===== src/rtl/mips_defs_pkg.sv =====
// Shared MIPS core definitions: widths, opcodes, NOP encoding, reset PC and IF/ID payload.
package mips_defs_pkg;

    localparam int unsigned ADDR_W  = 32;
    localparam int unsigned INSTR_W = 32;

    localparam logic [INSTR_W-1:0] NOP_INSTR        = 32'h0000_0000;
    localparam logic [ADDR_W-1:0]  DEFAULT_RESET_PC = 32'h0000_0000;

    typedef enum logic [5:0] {
        OP_RTYPE = 6'h00,
        OP_JUMP  = 6'h02,
        OP_BEQ   = 6'h04,
        OP_ADDI  = 6'h08,
        OP_LW    = 6'h23,
        OP_SW    = 6'h2B
    } opcode_e;

    typedef struct packed {
        logic [INSTR_W-1:0] instr;
        logic [ADDR_W-1:0]  pc4;
        logic               valid;
    } if_id_t;

    localparam if_id_t IF_ID_BUBBLE = '{instr: NOP_INSTR, pc4: '0, valid: 1'b0};

endpackage


===== src/rtl/if_id_stage_pc_register.sv =====
// Program counter register with asynchronous reset to a fixed PC and a load enable.
module pc_register
    import mips_defs_pkg::*;
#(
    parameter int unsigned       ADDR_W   = mips_defs_pkg::ADDR_W,
    parameter logic [ADDR_W-1:0] RESET_PC = DEFAULT_RESET_PC
) (
    input  logic              clk_i,
    input  logic              rst_i,
    input  logic              load_i,
    input  logic [ADDR_W-1:0] next_pc_i,
    output logic [ADDR_W-1:0] pc_o
);

    always_ff @(posedge clk_i or posedge rst_i) begin
        if (rst_i) begin
            pc_o <= RESET_PC;
        end else if (load_i) begin
            pc_o <= next_pc_i;
        end
    end

endmodule


===== src/rtl/if_id_stage.sv =====
// Instruction fetch stage and IF/ID pipeline register: next-PC selection, redirects,
// hazard stalls/flushes, decoded field slices and a fetched-instruction counter.
module if_id_stage
    import mips_defs_pkg::*;
#(
    parameter int unsigned       ADDR_W   = mips_defs_pkg::ADDR_W,
    parameter int unsigned       INSTR_W  = mips_defs_pkg::INSTR_W,
    parameter logic [ADDR_W-1:0] RESET_PC = DEFAULT_RESET_PC
) (
    input  logic               clk_i,
    input  logic               rst_i,
    output logic [ADDR_W-1:0]  imem_addr_o,
    input  logic [INSTR_W-1:0] imem_data_i,
    input  logic               stall_i,
    input  logic               flush_i,
    input  logic               branch_taken_i,
    input  logic [ADDR_W-1:0]  branch_target_i,
    input  logic               jump_i,
    output logic [ADDR_W-1:0]  pc_o,
    output logic [ADDR_W-1:0]  id_pc4_o,
    output logic [INSTR_W-1:0] id_instr_o,
    output logic               id_valid_o,
    output logic [5:0]         op_o,
    output logic [4:0]         rs_o,
    output logic [4:0]         rt_o,
    output logic [4:0]         rd_o,
    output logic [15:0]        imm_o,
    output logic [5:0]         funct_o,
    output logic [31:0]        fetch_count_o
);

    logic [ADDR_W-1:0] pc;
    logic [ADDR_W-1:0] pc4;
    logic [ADDR_W-1:0] next_pc;
    logic [ADDR_W-1:0] jump_target;
    logic              pc_load;
    logic              ifid_load;
    logic              bubble;
    logic              count_inc;
    if_id_t            ifid_q;
    if_id_t            ifid_d;
    logic [31:0]       count_q;

    pc_register #(
        .ADDR_W   (ADDR_W),
        .RESET_PC (RESET_PC)
    ) u_pc_register (
        .clk_i     (clk_i),
        .rst_i     (rst_i),
        .load_i    (pc_load),
        .next_pc_i (next_pc),
        .pc_o      (pc)
    );

    assign pc4         = pc + ADDR_W'(4);
    assign jump_target = {ifid_q.pc4[ADDR_W-1:28], ifid_q.instr[25:0], 2'b00};

    // Redirects outrank stalls; a jump in a bubble slot never redirects.
    always_comb begin
        next_pc   = pc4;
        pc_load   = 1'b1;
        ifid_load = 1'b1;
        bubble    = 1'b0;
        count_inc = 1'b0;
        if (branch_taken_i) begin
            next_pc = {branch_target_i[ADDR_W-1:2], 2'b00};
            bubble  = 1'b1;
        end else if (jump_i && ifid_q.valid) begin
            next_pc = jump_target;
            bubble  = 1'b1;
        end else if (stall_i) begin
            pc_load   = 1'b0;
            ifid_load = 1'b0;
        end else if (flush_i) begin
            bubble = 1'b1;
        end else begin
            count_inc = 1'b1;
        end
        ifid_d = bubble ? IF_ID_BUBBLE : '{instr: imem_data_i, pc4: pc4, valid: 1'b1};
    end

    always_ff @(posedge clk_i or posedge rst_i) begin
        if (rst_i) begin
            ifid_q  <= IF_ID_BUBBLE;
            count_q <= '0;
        end else begin
            if (ifid_load) begin
                ifid_q <= ifid_d;
            end
            if (count_inc) begin
                count_q <= count_q + 32'd1;
            end
        end
    end

    assign pc_o          = pc;
    assign imem_addr_o   = pc;
    assign id_pc4_o      = ifid_q.pc4;
    assign id_instr_o    = ifid_q.instr;
    assign id_valid_o    = ifid_q.valid;
    assign fetch_count_o = count_q;

    assign op_o    = ifid_q.instr[31:26];
    assign rs_o    = ifid_q.instr[25:21];
    assign rt_o    = ifid_q.instr[20:16];
    assign rd_o    = ifid_q.instr[15:11];
    assign imm_o   = ifid_q.instr[15:0];
    assign funct_o = ifid_q.instr[5:0];

endmodule


===== config.mk =====
export PLATFORM = sky130hd
export DESIGN_NAME = if_id_stage
export DESIGN_NICKNAME = d
export VERILOG_FILES = /design/src/rtl/mips_defs_pkg.sv /design/src/rtl/if_id_stage_pc_register.sv /design/src/rtl/if_id_stage.sv
export SDC_FILE = /design/constraint.sdc
export NUM_CORES = 1
export LEC_CHECK = 0
export CORE_MARGIN = 1.5
export CORE_UTILIZATION = 48
export CTS_BUF_LIST = sky130_fd_sc_hd__clkbuf_16
export CTS_CLUSTER_DIAMETER = 30
export DETAILED_ROUTE_END_ITERATION = 10
export PLACE_DENSITY = 0.87
export SKIP_LAST_GASP = 1
export SYNTH_ARGS = -nofsm -noshare
export SYNTH_HDL_FRONTEND = slang
export SYNTH_HIERARCHICAL = 1
export SYNTH_SLANG_ARGS = --single-unit
export TNS_END_PERCENT = 50

===== constraint.sdc =====
create_clock -name clk_i -period 10.6 [get_ports clk_i]
set_clock_uncertainty 0.1 [all_clocks]
set_input_delay 2.65 -clock clk_i [delete_from_list [all_inputs] [get_ports clk_i]]
set_output_delay 2.65 -clock clk_i [all_outputs]
set_load 0.01 [all_outputs]

### Clock distribution, run 1

Drawn at 4 px/um.
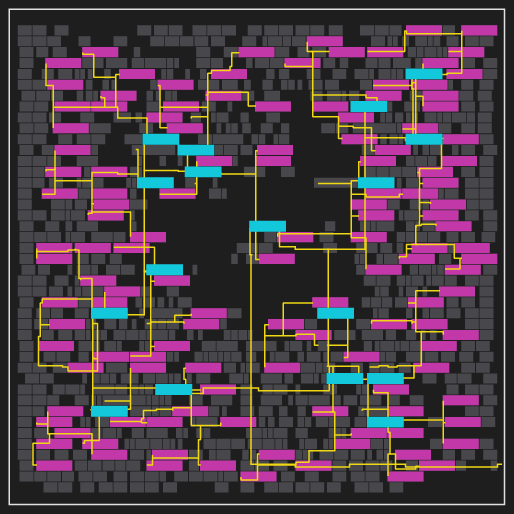
- magenta: flip-flops (count 129)
- yellow: clock wires (length 1680 um)
- cyan: clock drivers (count 17)
- routed clock nets: 18
- flops lie: all over the die

### Cell area per tile, run 1

Drawn at 2 px/um. 12 x 12 tiles, from black (low) to pale yellow (high), 0 to 100% covered.
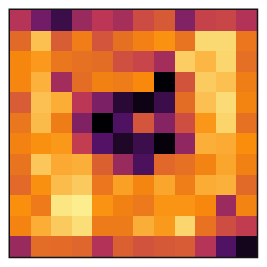
- fullest tile: 96%
- emptiest ninth of the die: center
- mean over tiles: 63%
- tiles over 75% full: 32%
- nearly empty tiles: 2.1%

### Clock nets, run 1

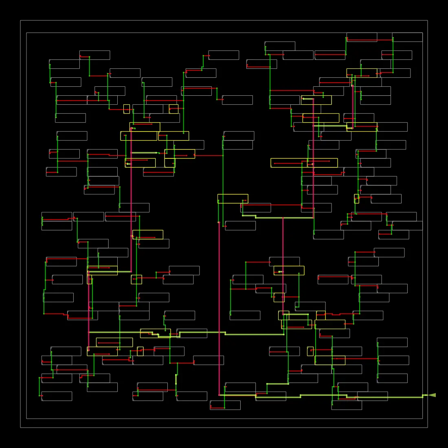
sequential cell count: 129
Late-Pin Clk Latency: 0.42 ns
# clk buffers: 17
clock buffer count from CTS: 17
reported clock group power: 0.615 mW

### Layout detail, run 1

Window x 49 to 74, y 49 to 74 um. Cells in gray, sequential cells in the stronger gray; small squares are vias.
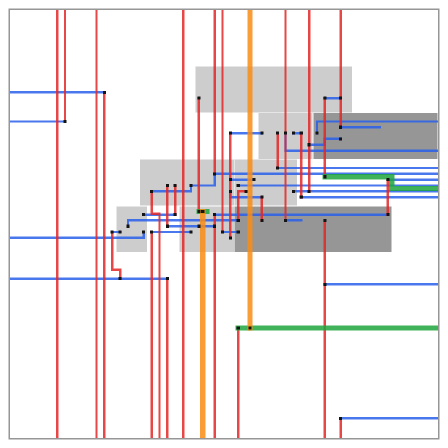
- orange: metal 4
- red: metal 2
- green: metal 3
- blue: metal 1
- cells with their middle in the window: 8
- netlist names of flops here include: `id_pc4_o` (1), `u_pc_register/pc_o` (1)
- most frequent: dfrtp_1 (2)
- sequential cells in the window: 2

run 1: cell usage after synthesis (all sizes together):
library cell,count,share of area
nand2b,4,0.0036
nor3,17,0.013
buf,83,0.094
mux2,32,0.068
o31ai,5,0.0054
or4,3,0.0032
o221ai,9,0.011
or3,2,0.0018
xnor2,24,0.030
nand2,88,0.047
and4,9,0.011
a31oi,2,0.0018
nor4,7,0.012
and2,4,0.0036
mux2i,7,0.010
o311ai,1,0.0013
o21ai,37,0.027
ha,2,0.0036
a22oi,3,0.0032
a22o,40,0.050
nor2,27,0.015
xor2,33,0.042
dfrtp,129,0.46
clkbuf,24,0.013
nand3,26,0.021
a21oi,8,0.0058
and3,6,0.0054
nand4,15,0.018
inv,15,0.0081
and4bb,1,0.0018
nor3b,4,0.0043
or2,2,0.0018
run 1: placed cells by master (no fill, tap or decap), drive strengths merged:
master         netlist  routed
or2                  2       2
dfrtp              129     129
nor2                27      27
nand4               15      15
and4bb               1       1
nand2b               4       4
o31ai                5       5
nor3                17      17
o21ai               37      37
a22o                40      40
a21oi                8       8
nor4                 7       7
clkbuf              24      17
and3                 6       6
clkinv               0       5
clkdlybuf4s50        0     270
and4                 9       9
o221ai               9       9
bufinv               0       4
or3                  2       2
inv                 15      19
ha                   2       2
mux2i                7       7
a22oi                3       3
a31oi                2       2
buf                 83       8
and2                 4       4
xor2                33      33
o311ai               1       1
mux2                32      32
clkinvlp             0       2
nor3b                4       4
nand2               88      88
nand3               26      26
xnor2               24      24
or4                  3       3
run 1: cell type report:
cell class	instances	area [um2]	share of cell area
Sequential cell	129	3230	0.328
Multi-Input combinational cell	418	2940	0.299
Timing Repair Buffer	278	2760	0.281
Clock buffer	17	425	0.0433
Tap cell	180	225	0.0229
Clock inverter	15	193	0.0196
Inverter	15	58.8	0.00598
run 1: how the worst max path moves through the flow:
stage	cells after the start	to	slack, ns	start
detailed placement	6	u_pc_register/pc_o[11]$_DFFE_PP0P_	5.49	branch_taken_i
global placement	6	u_pc_register/pc_o[11]$_DFFE_PP0P_	5.61	branch_taken_i
finish	6	u_pc_register/pc_o[11]$_DFFE_PP0P_	5.92	branch_taken_i
global route	6	u_pc_register/pc_o[11]$_DFFE_PP0P_	5.82	branch_taken_i
floorplan	1	fetch_count_o[0]$_DFFE_PP0P_	5.32	rst_i
CTS	6	u_pc_register/pc_o[11]$_DFFE_PP0P_	5.92	branch_taken_i
run 1: per-layer routing:
metal,share of wire,track usage
met1,0.41,0.332
met5,0,0
met4,0.023,0.110
met2,0.49,0.464
met3,0.075,0.0623
run 1: kinds of logic after synthesis:
group                      count (synthesis)  synth area share
and+or+nand+nor                          215             0.163
DFF                                      129             0.464
buffers and inverters                    122             0.115
AOI/OAI and AO/OA                        105             0.106
xor gates and xnor gates                  57            0.0717
muxes                                     39            0.0780
adders and majority gates                  2           0.00359
run 1: registers in the layout, summed over array words and instances (netlist names):
signal / flops
fetch_count_o: 32
id_instr_o: 32
id_pc4_o: 32
u_pc_register/pc_o: 32
id_valid_o: 1
==> impl_metrics.ini, run 1 <==
; synthesis and place-and-route metrics
[synthesis]
post_synth.cell_area_avg_um2 = 10.4
synth_stat.cells = 669
syn-num-nets = 741
synthCells = 669

[floorplan]
dieHeight_um = 123
coreArea_um2 = 14000
dieArea_um2 = 15200
floorplan.core_util = 0.496

[final_timing]
layout_min_cycle_time_ns = 4.68
hold_vio_cnt_final = 0
fin_crit_sh = 0.441
final_hold_slack_ns = 0.378
fin_setup_tns_ns = 0
report.final.setup_viol = 0

[power]
report.power.total_mw = 1.53
power_density_nw_per_um2 = 156
top_power_group = clock
p_sw_frac = 0.277

[routing]
detail_routed_net_length_per_standard_cell_um = 19.4
drt_iter0_markers = 362
totalWireLength_mm = 20.4
drt-pass1-iter-count = 5
ant_nets = 0

[grt]
globalRouteOverflowTotal = 0
globalRouteTotalUtil = 0.272
grt_pass1_vias = 5845
grt_antenna_before_repair = 0
largest_net_degree_at_the_start_of_global_routing = 68
grt_pass1_wl_mm = 31.0

[critical_path]
worst-endpoint-arrival_ns = 4.88
cp_max_fo = 67
crit_family = buffers and inverters
timing.rr.end = u_pc_register/pc_o[31]$_DFFE_PP0P_
cp-start-kind = input port
path_class = input port to register
worst_endpoint_required_time_ns = 10.80

[hold_path]
hold_class = register to register

[finish]
area_overhead_vs_synth_pct = 41.2
antenna-diode-count = 0
final_cell_count_without_fillers = 1052
stdcell_area_um2 = 9830

[clocking]
count_of_hold_fix_buffers_inserted_at_cts = 0
htree_num_levels = 4
cts_tree = built
clock_tree.root_cell = sky130_fd_sc_hd__clkbuf_16
max-clock-path-buffers = 2

[placed_design]
post_dp_area_um2 = 9210
io_buffers = 271

[job]
max_cap_violations = 0

[run_status]
outcome = complete, no violations
### Cells colored by class, run 1

Drawn at 3 px/um. Fill, decap, tap and diode cells in gray.
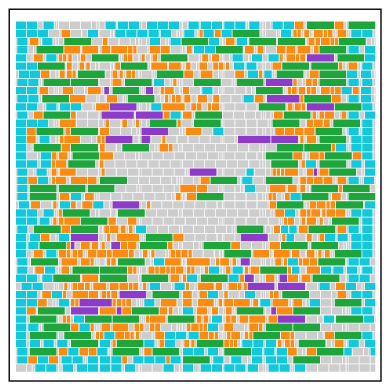

==> run 1 -> run 2 <==
--- a/config.mk
+++ b/config.mk
@@ -6,11 +6,11 @@
 export NUM_CORES = 1
 export LEC_CHECK = 0
 export CORE_MARGIN = 1.5
-export CORE_UTILIZATION = 48
+export CORE_UTILIZATION = 44
 export CTS_BUF_LIST = sky130_fd_sc_hd__clkbuf_16
 export CTS_CLUSTER_DIAMETER = 30
 export DETAILED_ROUTE_END_ITERATION = 10
-export PLACE_DENSITY = 0.87
+export PLACE_DENSITY = 0.81
 export SKIP_LAST_GASP = 1
 export SYNTH_ARGS = -nofsm -noshare
 export SYNTH_HDL_FRONTEND = slang
==> constraint.sdc (replaced) <==
create_clock -name clk_i -period 4.9 [get_ports clk_i]
set_clock_uncertainty 0.1 [all_clocks]
set_input_delay 1.225 -clock clk_i [delete_from_list [all_inputs] [get_ports clk_i]]
set_output_delay 1.225 -clock clk_i [all_outputs]
set_load 0.01 [all_outputs]
### Cells colored by class, run 2

Drawn at 3 px/um. Fill, decap, tap and diode cells in gray.
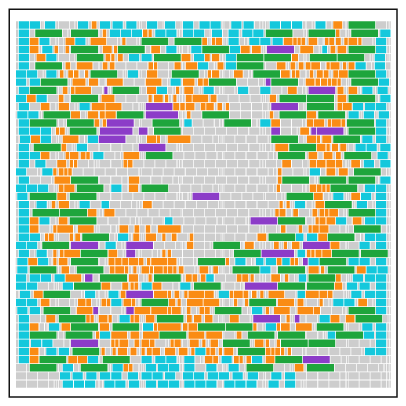
- purple: clock drivers and dummy loads (cells 32; share of their area 6.4%)
- green: sequential cells (cells 129; share of their area 34%)
- cyan: remaining buffers and delay cells (cells 282; share of their area 29%)
- orange: combinational and other logic (cells 433; share of their area 31%)

### Clock distribution, run 2

Drawn at 4 px/um.
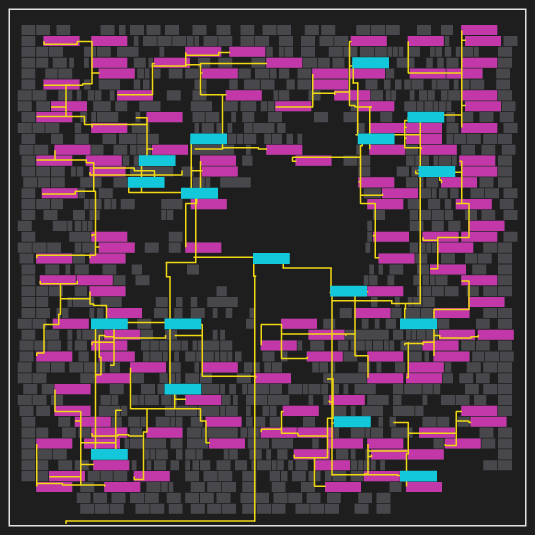
- yellow: clock wires (length 1700 um)
- cyan: clock drivers (count 17)
- magenta: flip-flops (count 129)
- routed clock nets: 18

==> impl_metrics.ini, run 2 <==
; synthesis and place-and-route metrics
[floorplan]
dieHeight_um = 129
floorplan.core_util = 0.454
coreArea_um2 = 15300

[grt]
largest_net_degree_at_the_start_of_global_routing = 79
grt_pass1_vias = 5583
grt_antenna_before_repair = 0
globalRouteOverflowTotal = 0
grt_pass1_wl_mm = 31.6

[job]
max_cap_violations = 0

[placed_design]
io_buffers = 271

[clocking]
numCtsBuffers = 17
insertion_delay_ns = 0.42
max-clock-path-buffers = 2
htree_num_levels = 4
count_of_hold_fix_buffers_inserted_at_cts = 0

[synthesis]
top_cell = sky130_fd_sc_hd__dfrtp_1
ys_top_cells_by_area = sky130_fd_sc_hd__dfrtp_1, sky130_fd_sc_hd__buf_4, sky130_fd_sc_hd__mux2_4, sky130_fd_sc_hd__a22o_1, sky130_fd_sc_hd__nand2_1
number_of_enable_flip_flop_cells = 0
ys_async_sr_fraction = 1.00
largest_area_cell = sky130_fd_sc_hd__dfrtp_1
syn-num-nets = 741

[critical_path]
worst_endpoint_required_time_ns = 5.16
cp_max_fo = 28
cp-start-kind = input port

[final_timing]
fin_crit_sh = 0.656
report.final.setup_viol = 0
hold_vio_cnt_final = 0

[routing]
drt-pass1-iter-count = 5
drt_iter0_markers = 395

[run_status]
outcome = complete, no violations
==> run 2: cell counts after synthesis <==
Identical to the previous run, type by type.
==> run 2: critical path, stage by stage <==
cell and delay (ns):
sky130_fd_sc_hd__clkdlybuf4s50_1 0.43, sky130_fd_sc_hd__nand2_1 0.43, sky130_fd_sc_hd__nand2b_1 0.50, sky130_fd_sc_hd__nor3_2 0.29, sky130_fd_sc_hd__buf_4 0.37, sky130_fd_sc_hd__a22o_1 0.20
==> run 2: final timing paths <==
path / from / to
setup reg to reg: u_pc_register/pc_o[2]$_DFFE_PP0P_ / u_pc_register/pc_o[24]$_DFFE_PP0P_
min in group asynchronous: rst_i / u_pc_register/pc_o[13]$_DFFE_PP0P_
hold reg to reg: fetch_count_o[31]$_DFFE_PP0P_ / fetch_count_o[31]$_DFFE_PP0P_
hold / removal: fetch_count_o[31]$_DFFE_PP0P_ / fetch_count_o[31]$_DFFE_PP0P_
setup / recovery: jump_i / id_pc4_o[7]$_DFFE_PP0P_
max in group asynchronous: rst_i / fetch_count_o[4]$_DFFE_PP0P_
==> run 2: kinds of logic after synthesis <==
logic type / after synthesis / share of synthesized area
AND-OR/OR-AND: 105 / 0.106
XOR/XNOR: 57 / 0.0717
adder cells (fa/ha/maj): 2 / 0.00359
buffers and inverters: 122 / 0.115
flip-flops: 129 / 0.464
multiplexers: 39 / 0.0780
AND/OR/NAND/NOR: 215 / 0.163
==> run 2: layer usage <==
layer | part of all wire | track usage | vias up
met5 | 0 | 0 | -
met4 | 0.019 | 0.0991 | 0
met3 | 0.074 | 0.0578 | 27
met2 | 0.48 | 0.410 | 278
met1 | 0.43 | 0.332 | 2747
li1 | - | - | 2660
==> run 2: cell type report <==
cell class                      instances  area (um2)
Clock buffer                           17         425
Clock inverter                         15         190
Fill cell                            1277        5420
Inverter                               15        58.8
Multi-Input combinational cell        418        2940
Sequential cell                       129        3230
Tap cell                              211         264
Timing Repair Buffer                  282        2790
==> run 2: stage by stage <==
stage,setup WS [ns],cells,utilization,instance area (um2),power [mW]
finish,1.69,1087,0.646,9900,3.32
global route,1.47,1087,0.646,9900,3.45
CTS,1.69,1087,0.646,9900,3.35
detailed placement,1.28,1055,0.606,9280,2.01
global placement,1.28,1055,0.606,9280,1.99
floorplan,1.04,669,-,6960,1.66
==> run 2: report_power, final <==
group          internal (mW)  switching, mW
combinational          0.405          0.298
sequential              1.15          0.144
clock                  0.847          0.483
Power is estimated from default activity; no workload was simulated.
